### Routing congestion map

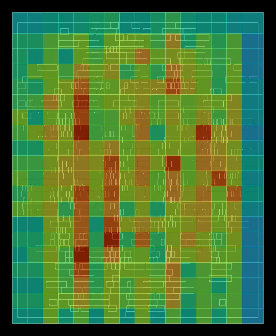
### Cell area per tile

Scale bar: 20 um. The die is cut into 11 by 14 equal tiles; dark blue is low, red is high, 0 to 100% covered.
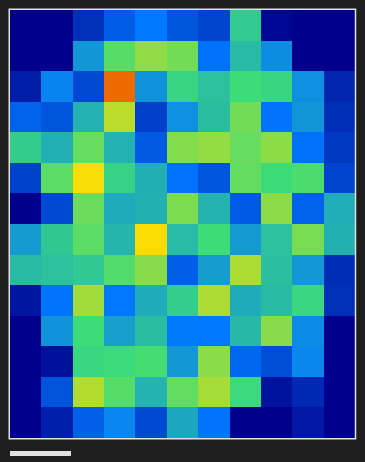
### Wiring heat map

Scale bar: 20 um. The die is cut into 23 by 28 equal tiles; dark blue is low, red is high, scaled to the fullest tile. Values are wire area over tile area, all layers added.
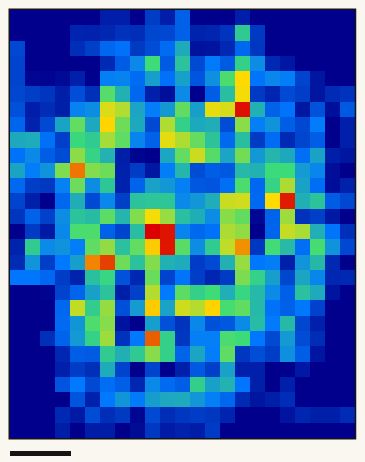
### Cell sizes after repair

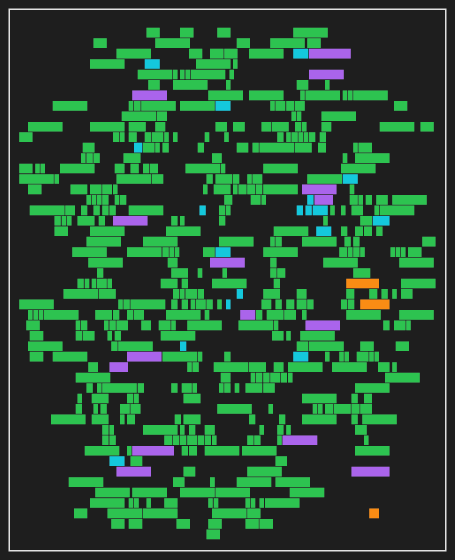
**src/rtl/sw_debounce_sync.sv**
```systemverilog
// sw_debounce_sync: 2-FF sync + per-bit tick-sampled debounce of 10 switches; define SW_DB_BYPASS_EN to skip debounce counters.
module sw_debounce_sync #(
  parameter int TICK_DIV = 50000,
  parameter int STABLE_TICKS = 10,
  parameter logic [9:0] SW_INIT = 10'b0
) (
  input  logic       CLK,
  input  logic       RESET_N,
  input  logic [9:0] SW_RAW,
  output logic [9:0] SW,
  output logic [9:0] SW_HISTORY,
  output logic       SW_TICK,
  output logic       SW_CHANGE
);
  localparam int PW = $clog2(TICK_DIV);
  logic [9:0] s1_q, s2_q, sw_q, sw_d, hist_q, hist_d, flip;
  logic [PW-1:0] pc_q, pc_d;
  logic tick, tick_q, chg_q, chg_d;
  always_comb begin
    tick = pc_q == PW'(TICK_DIV - 1);
    pc_d = tick ? '0 : pc_q + 1'b1;
    hist_d = tick ? sw_q : hist_q;
    sw_d = sw_q ^ flip;
    chg_d = |flip;
  end
  always_ff @(posedge CLK or negedge RESET_N)
    if (!RESET_N) begin
      s1_q <= SW_INIT;
      s2_q <= SW_INIT;
      sw_q <= SW_INIT;
      hist_q <= SW_INIT;
      pc_q <= '0;
      tick_q <= 1'b0;
      chg_q <= 1'b0;
    end else begin
      s1_q <= SW_RAW;
      s2_q <= s1_q;
      sw_q <= sw_d;
      hist_q <= hist_d;
      pc_q <= pc_d;
      tick_q <= tick;
      chg_q <= chg_d;
    end
`ifdef SW_DB_BYPASS_EN
  assign flip = tick ? (s2_q ^ sw_q) : '0;
`else
  localparam int DW = $clog2(STABLE_TICKS + 1);
  logic [DW-1:0] dc_q [10];
  logic [DW-1:0] dc_d [10];
  // Any agreeing sample clears the run, so only STABLE_TICKS consecutive disagreements flip a bit.
  always_comb
    for (int i = 0; i < 10; i++) begin
      flip[i] = tick && (s2_q[i] != sw_q[i]) && (dc_q[i] == DW'(STABLE_TICKS - 1));
      dc_d[i] = !tick ? dc_q[i] : (s2_q[i] == sw_q[i] || flip[i]) ? '0 : dc_q[i] + 1'b1;
    end
  always_ff @(posedge CLK or negedge RESET_N)
    if (!RESET_N)
      for (int i = 0; i < 10; i++) dc_q[i] <= '0;
    else
      for (int i = 0; i < 10; i++) dc_q[i] <= dc_d[i];
`endif
  assign SW = sw_q;
  assign SW_HISTORY = hist_q;
  assign SW_TICK = tick_q;
  assign SW_CHANGE = chg_q;
endmodule

```
**config.mk**
```make
export PLATFORM = sky130hd
export DESIGN_NAME = sw_debounce_sync
export DESIGN_NICKNAME = d
export VERILOG_FILES = /design/src/rtl/sw_debounce_sync.sv
export SDC_FILE = /design/constraint.sdc
export NUM_CORES = 1
export LEC_CHECK = 0
export CORE_ASPECT_RATIO = 1.25
export CORE_MARGIN = 2
export CORE_UTILIZATION = 30
export CTS_CLUSTER_SIZE = 14
export DETAILED_ROUTE_END_ITERATION = 10
export GPL_ROUTABILITY_DRIVEN = 0
export GPL_TIMING_DRIVEN = 0
export HOLD_SLACK_MARGIN = 0.05
export PLACE_DENSITY_LB_ADDON = 0.12
export SYNTH_ARGS = -nofsm -noshare
export SYNTH_HDL_FRONTEND = slang
export SYNTH_SLANG_ARGS = --single-unit
```
**constraint.sdc**
```tcl
create_clock -name CLK -period 3 [get_ports CLK]
set_input_delay 0.6 -clock CLK [delete_from_list [all_inputs] [get_ports CLK]]
set_output_delay 0.6 -clock CLK [all_outputs]
set_load 0.03 [all_outputs]
```
==> results_slide.txt <==
Key Metrics from the Run

CTS
  – CTS resizes: 0
  – CTS tree: built
  – CTS H-tree depth: 3
  – TritonCTS sink count: 98
  – Hold-fix buffers, CTS: 0
  – Maximum clock insertion buffer count: 2
  – Worst skew pair latency: about 0.35 ns
  – CTS clk-pin slew, worst paths: 0.07 ns
  – Root Driver: clkbuf_16
  – TritonCTS buffer count: 9

Timing
  – Final WS setup: 0.432 ns
  – Slew HR: 42.8%
  – Fmax: 389 MHz
  – Slew Limit Fails: 0
  – Period Utilization, post-route: 85.6%
  – Final setup violation count: 0
  – Setup repair after global routing missed its margin: false
  – Tightest Pin Transition: 0.859 ns
  – Skew final: 0.00975 ns
  – Hold Fails Final Rpt: 0

Detailed routing
  – DR iter-0 viols: 190
  – DRC violations left: 0
  – Vias/cell: about 5.0
  – Antenna-violating nets left: 0
  – Drt first pass iters: 4

Power
  – Reg power frac: 50.3%
  – Switching Fraction: about 20%
  – Pwr/cell area: 497 nW/um^2
  – Clock Power Share: 47.2%
  – Int Pwr: ~0.0021 W
  – Logic pwr share: between 2 and 3%
  – Total chip power: about 0.0027 W
  – P_leak: 2.40 nW

Layout
  – Nets: a little over 500
  – Logic area: 1880 sq um
  – # diodes: 0
  – Top Layout Cells: dfrtp_1 (98), nand2_1 (64), o21ai_0 (48)
  – Register Area: 2450 sq um
  – # fillers: 1420
  – P&R area growth vs syn: 20.1%
  – Most common logic cell in the routed design: dfrtp_1
  – Layout cells sized above 1: 7.48%

Floorplan
  – Standard-cell rows: 49
  – Chip footprint: 15900 sq um
  – I/O pin cnt: 34
  – Die H: 141 um
  – Die x size: 113 um

Flow run
  – Log Warnings: 36
  – Max Cap Viol: 0

Logic synthesis
  – Syn Nets: ~470
  – Number of cells in Yosys stat: 432
  – Register bit total from synthesis: 98
  – Gate Count Post-Synth: 432
  – Synth Cell Area: 4470 sq um
  – Synth warn: 0
  – Unique cell types: ~43
  – Seq share, synth: 54.8%
  – Chip Area, Yosys: between 4000 and 5000 sq um

Setup path
  – Setup Crit Path Kind: reg -> reg
  – Setup crit end kind: flop
  – Worst reg-to-reg path cell count: 7
  – Crit path max fanout: 10
  – Critical path required time: 3.29 ns
  – Worst Setup Start Kind: flop

Hold path
  – Worst hold-check path type: in -> async

Run status
  – Run status: finished, final reports clean

Global route
  – Largest net degree at the start of global routing: 68
  – Initial antenna violation count: 0
  – Global route overflow: 0
  – First-pass GRT wire length: 17200 um

Placement
  – Setup slack at placement: 0.324 ns
  – DP Wirelength: 6970 um
  – # port buffers: 33
## Picture notes: 'Routing congestion map'
Routed wire per std cell: 15.9 um
GR Util met1: 18.0%
GRT met2 Usage: 23.1%

## Picture notes: 'Cell area per tile'
fullest tile: 88%
emptiest ninth of the die: lower right
tiles over 75% full: 0.60%
mean over tiles: 32%
nearly empty tiles: 13%
core footprint: 14500 sq um
Core Util at FP: 30.9%
Core Util, Final: 37.1%

## Picture notes: 'Wiring heat map'
nearly empty tiles: 21%
emptiest ninth of the die: lower right
tiles over half the peak: 14%
mean over tiles: 0.10
via count: 3278
Total Routing Usage GR: 14.1%
drt total wl: 10500 um

## Picture notes: 'Cell sizes after repair'
[x2] cyan | cells: 18 | share: 3.7%
[x6 and larger] purple | cells: 15 | share: 3.1%
[x1 and smaller] green | cells: 445 | share: 93%
[x3 and x4] orange | cells: 3 | share: 0.62%

logic make-up after synthesis:
logic type                 synth area share (%)
DFF                                        54.8
and+or+nand+nor                            20.5
xor gates and xnor gates                   3.92
AOI/OAI and AO/OA                          9.28
buffers and inverters                      3.10
muxes                                      2.49
adders and majority gates                  5.87
worst paths after layout:
kind	endpoint	slack, ns	startpoint
worst max-delay path	SW_HISTORY[2]	0.43	pc_q[0]
worst min-delay path	s2_q[5]	0.19	RESET_N
worst max register to register	SW_HISTORY[2]	0.43	pc_q[0]
worst min register to register	s2_q[8]	0.35	s1_q[8]
max in group asynchronous	SW[7]	2.13	RESET_N
min in group CLK	s2_q[8]	0.35	s1_q[8]
synthesized netlist by cell type (all sizes together):
cell	n	area (sq um)
dfrtp	98	2450
nand2	64	240
o21ai	52	260
nor2	27	101
nand3	26	130
ha	21	263
inv	21	78.8
xnor2	13	114
nand3b	11	82.6
mux2	9	101
or4	9	67.6
a21oi	8	40.0
buf	7	41.3
xor2	7	61.3
and3b	6	52.6
nand4	6	52.6
o31ai	6	45.0
clkbuf	5	18.8
nor3	5	25.0
nand2b	4	25.0
o32ai	3	26.3
or3	3	18.8
a31oi	2	12.5
and3	2	12.5
and4bb	2	25.0
nor3b	2	15.0
nor4	2	12.5
or2	2	12.5
a2111oi	1	8.76
a21o	1	7.51
and2	1	6.26
and4	1	8.76
mux2i	1	10.0
nor2b	1	6.26
nor4b	1	23.8
o22ai	1	6.26
o2bb2ai	1	8.76
per-layer routing:
metal  part of all wire (%)  track usage [%]  vias to the layer above
met2                     49             23.1                       64
met5                      0                0                        -
li1                       -                -                     1586
met1                     46             18.0                     1616
met4                    2.3             7.00                        0
met3                    3.1             2.29                       12
metrics by stage:
| step | utilization [%] | area (sq um) | setup TNS [ns] | instances |
|---|---|---|---|---|
| 2_1_floorplan | - | 4470 | 0 | 432 |
| 3_3_place_gp | 34.7 | 5030 | -261.70 | 643 |
| 3_5_place_dp | 34.9 | 5050 | 0 | 644 |
| 4_1_cts | 37.1 | 5370 | 0 | 659 |
| 5_1_grt | 37.1 | 5370 | 0 | 659 |
| 6_report | 37.1 | 5370 | 0 | 659 |
flip-flops by register name, summed over array words and instances (netlist names):
signal and cells:
dc_q 40, pc_q 16, SW 10, SW_HISTORY 10, s1_q 10, s2_q 10, SW_CHANGE 1, SW_TICK 1
layout make-up:
type | instances | share of cell area (%)
inverter | 21 | 1.47
clock inverter | 2 | 1.12
multi-input combinational | 301 | 35.0
timing repair buffer | 34 | 6.61
tap | 178 | 4.15
sequential | 98 | 45.6
clock buffer | 13 | 4.84
buffer | 12 | 1.12
power groups by stage:
stage	combinational, W	clock, W	sequential, W
floorplan	0.0000181	0	0.00136
global placement	0.0000656	0	0.00137
detailed placement	0.0000699	0	0.00137
CTS	0.0000702	0.00130	0.00134
global route	0.0000767	0.00135	0.00134
finish	0.0000670	0.00126	0.00134
worst max-delay path: stages, from the launching register on:
cell      delay [ns]
dfrtp_1         0.41
ha_1            0.24
and3_1          0.26
nand4_4         0.15
clkbuf_1        0.50
clkbuf_1        0.71
nand2_1         0.12
nand2_1         0.10
Power figures rest on the tool's default switching activity, not on a simulated workload.
